==> images/sizes.png <==
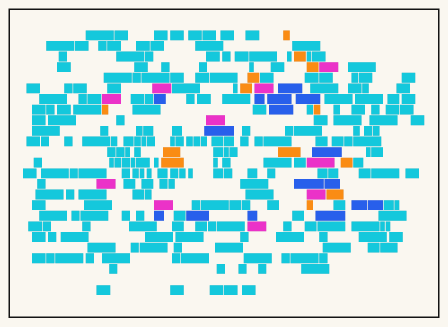
==> images/placement.png <==
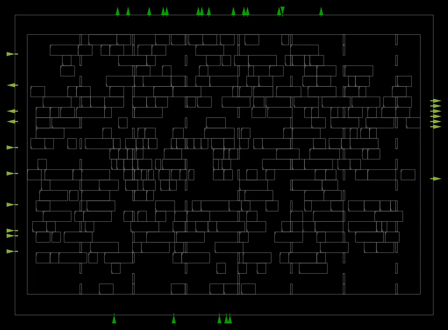
==> images/detail.png <==
Window x 72 to 92, y 49 to 69 um. Cells in grey, sequential cells in the stronger grey; small squares are vias.
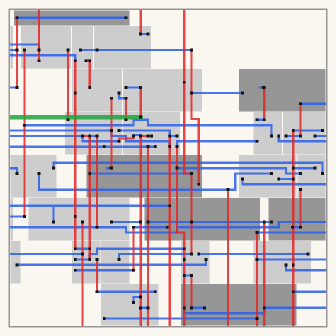
==> images/io_placement.png <==
Bar = 20 um. Pins as bars across the die edge, other pins in grey.
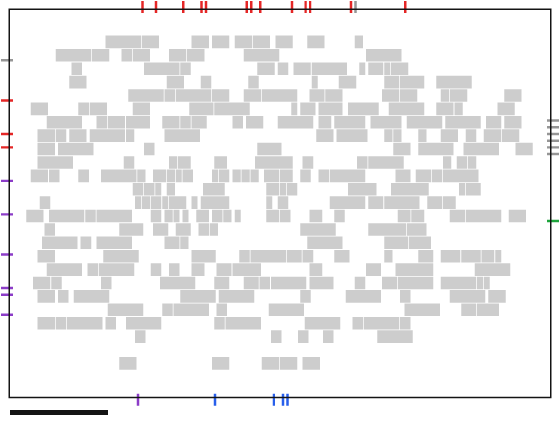
==> images/cell_density.png <==
11 x 8 tiles, from white (low) to dark blue (high), 0 to 100% covered.
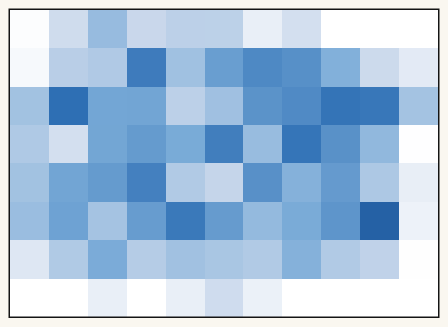
==> config.mk <==
export PLATFORM = sky130hd
export DESIGN_NAME = seg7_capture_decoder
export DESIGN_NICKNAME = d
export VERILOG_FILES = /design/src/rtl/seg7_capture_decoder.sv
export SDC_FILE = /design/constraint.sdc
export NUM_CORES = 1
export LEC_CHECK = 0
export CAP_MARGIN = 10
export CORE_ASPECT_RATIO = 0.7
export CORE_MARGIN = 3
export CORE_UTILIZATION = 35
export DETAILED_ROUTE_END_ITERATION = 16
export PLACE_DENSITY_LB_ADDON = 0.12
export SLEW_MARGIN = 10
export SYNTH_ARGS = -nofsm -noshare
export SYNTH_HDL_FRONTEND = slang
export SYNTH_SLANG_ARGS = --single-unit
==> constraint.sdc <==
create_clock -name CLK -period 4.1 [get_ports CLK]
set_input_delay 0.82 -clock CLK [delete_from_list [all_inputs] [get_ports CLK]]
set_output_delay 0.82 -clock CLK [all_outputs]
set_load 0.005 [all_outputs]
==> impl_metrics.ini <==
; synthesis and place-and-route metrics
[final_timing]
tightest_slew_ps = 963
skew_ps = 9.49
setup_viol = 0
slew_headroom = 0.358
period_minus_slack_ps = 2210
rsz0062_at_grt = no
finalCritPeriodShare = 0.539
fmax_mhz = 452
slew_viol_final = 0
fin_setup_tns_ps = 0
hold_viol_final = 0
fin_hold_ws_ps = 435

[setup_path]
worstPathArrival_ps = 1390
path_class = flip-flop to output pin
critPathMaxStageDelay_ps = 490
cp_max_fo = 4
cp-start-kind = flip-flop
r2r_setup_slack_ps = 2030
cp-end-kind = output pin
slowest_stage = clkdlybuf4s50_1
required_ps = 3280
worstPathCellList = and4_1, clkdlybuf4s50_1
rr_worst_depth = 6

[logic_synthesis]
top_cell_area_share = 0.441
fp_nets = 264
postSynthCellCount = 250
syn_area_per_cell_um2 = 10.5
synth_seq_share = 0.441
synth-seq-cells = 58
synth-area-yosys_um2 = 2630
ys_warn_count = 0
ys_types = 53
top_cells_by_area = dfxtp_1, nor2b_1, mux2i_1
yosys_cells = 250
netlist.top_cell.by_area = dfxtp_1
synth_area_um2 = 2630

[clocking]
ctsHoldBuffers = 0
ctsHtreeMaxLevel = 3
cts_resized = 0
clock_path_buffers = 2
cts_root_buf = clkbuf_8
cts_tree = built
postCtsSetupRepairBufs = 0
clk_pin_slew_worst_paths_ps = 70
clkSinkCount = 58
clk_latency_ps = 330
cts_buffers = 9

[global_route]
grt-ovfl-total = 0
grt_pass1_wl_mm = 8.42
grt_usage = 0.127
antenna_found_initial = 0
grt_pass1_vias = 1688
grt_max_degree = 59

[place]
pre_cts_slack_ps = 1900
dp_hpwl_mm = 3.29
postPlaceCellArea_um2 = 2990
place_congestion = 0.777
place_inst = 362

[job]
tool_warnings = 26
drv_cap = 0

[power_and_ir_drop]
p_per_area_nw_per_um2 = 353
leakagePower_nw = 1.24
p_total_mw = 1.12
vdd_drop_max_v = 0.000151

[run_status]
status = finished, final reports clean

[route]
post_drt_wl_per_cell_um = 13.1
drt_first_pass_iters = 4
drc = 0
drtAntennaViolNets = 0
routed_wl_mm = 4.95
viasPerCell = 4.71
num_vias = 1782
drtIter0Drc = 106

[worst_hold_path]
hold_path.class = flip-flop to flip-flop
worstHoldPathCells = 1

[layout]
nets = 293
drive_gt1_frac = 0.137
largest_reg_flops = 16
n_antenna_cell = 0
final_cells = 378

[floorplan]
die_area_um2 = 8610
ios = 36
num_rows = 25
## Picture notes: sizes.png
Key: _0 and _1 cells = cyan [cells 245, share 86%, most used dfxtp_1]; _6 and larger = magenta [cells 10, share 3.5%, most used clkbuf_8]; _2 cells = orange [cells 13, share 4.6%, most used a21oi_2]; _3 and _4 cells = blue [cells 16, share 5.6%, most used nand3_4]
Worst Slack Setup Final: 1890 ps
area grow syn2layout: 20.0%
bufs w/o clock: 35
Final Cell Area: 3160 um2

## Picture notes: placement.png
area of the core: 7010 um2
Core Util, Final: 0.451

## Picture notes: detail.png
Key: metal 3 = green; metal 2 = red; metal 1 = blue
Sequential cells in the window: 4. Most frequent: a21bo_1 (4), a21oi_1 (4), dfxtp_1 (4). 21 logic cells have their middle in the window.

## Picture notes: io_placement.png
Key: value = red [pins 16, direction output, edge 13 north, 3 west]; dig_en = blue [pins 4, direction input, edge south]; error = green [pins 1, direction output, edge east]; seg = purple [pins 7, direction input, edge 6 west, 1 south]
All pins by edge: 14 north, 10 west, 7 east, 5 south.
Port Buffers: 35
Die Wd: 110 um
die height: 78.6 um

## Picture notes: cell_density.png
The fullest tile reaches 80%. The mean over all tiles is 35%. 15% of the tiles are nearly empty.
Init Core Util: 0.376

[per-layer routing]
| layer | global-route usage | wire (um) | vias to the layer above |
|---|---|---|---|
| met5 | 0 | 0 | - |
| met4 | 0.0299 | 12 | 0 |
| met3 | 0.0592 | 214 | 2 |
| met2 | 0.176 | 2110 | 33 |
| met1 | 0.177 | 2610 | 825 |
| li1 | - | - | 922 |
[worst max-delay path: cells and delay by family (launching register included)]
family                 cells  cell delay [ps]
buffers and inverters      1              490
DFF                        1              380
and+or+nand+nor            1              190
[power breakdown]
group          internal (mW)  switching (mW)
clock                  0.216           0.230
sequential             0.577          0.0177
combinational         0.0392          0.0361
[layout make-up]
class / count / area [um2]
clock buffers: 9 / 124
clock inverters: 7 / 46.3
fillers: 695 / 3850
inverters: 6 / 22.5
multi-input cells: 169 / 1340
flip-flops and latches: 58 / 1160
well taps: 94 / 118
repair buffers: 35 / 345
[cell usage in the layout (no fill, tap or decap), types with 3 or more instances in the layout]
master	instances
dfxtp_1	58
a21oi_1	9
o21ai_0	5
nand3_4	4
o22ai_1	4
mux2i_1	13
a41o_1	4
inv_1	6
or3b_1	3
clkdlybuf4s50_1	34
clkinvlp_4	3
a21bo_1	4
nand2_1	7
nor2b_1	35
a21oi_2	4
clkbuf_8	9
a21o_1	3
nand2b_1	15
clkinv_2	3
xor2_1	12
nor2_1	6
[Yosys cell counts, drive strengths merged]
master / instances
a211oi: 2
a21bo: 4
a21o: 3
a21oi: 13
a41o: 4
a41oi: 1
and2: 1
and2b: 1
and3: 2
and3b: 1
and4: 1
buf: 10
clkbuf: 7
dfxtp: 58
ha: 1
inv: 6
mux2i: 13
nand2: 7
nand2b: 15
nand3: 6
nand3b: 1
nand4: 5
nand4b: 1
nor2: 8
nor2b: 35
nor3: 3
nor3b: 2
nor4: 4
o21ai: 6
o21bai: 1
o22ai: 4
o31ai: 2
o32a: 1
or2: 2
or3b: 3
or4: 2
xnor2: 1
xor2: 13
[logic make-up (layout without fill, tap and decap cells)]
| kind of cell | after synthesis | after routing | share of synthesized area |
|---|---|---|---|
| AND-OR/OR-AND | 41 | 41 | 0.118 |
| XOR/XNOR | 14 | 14 | 0.0494 |
| adder cells (fa/ha/maj) | 1 | 1 | 0.00475 |
| buffers and inverters | 23 | 57 | 0.0490 |
| flip-flops | 58 | 58 | 0.441 |
| multiplexers | 13 | 13 | 0.0494 |
| AND/OR/NAND/NOR | 100 | 100 | 0.289 |
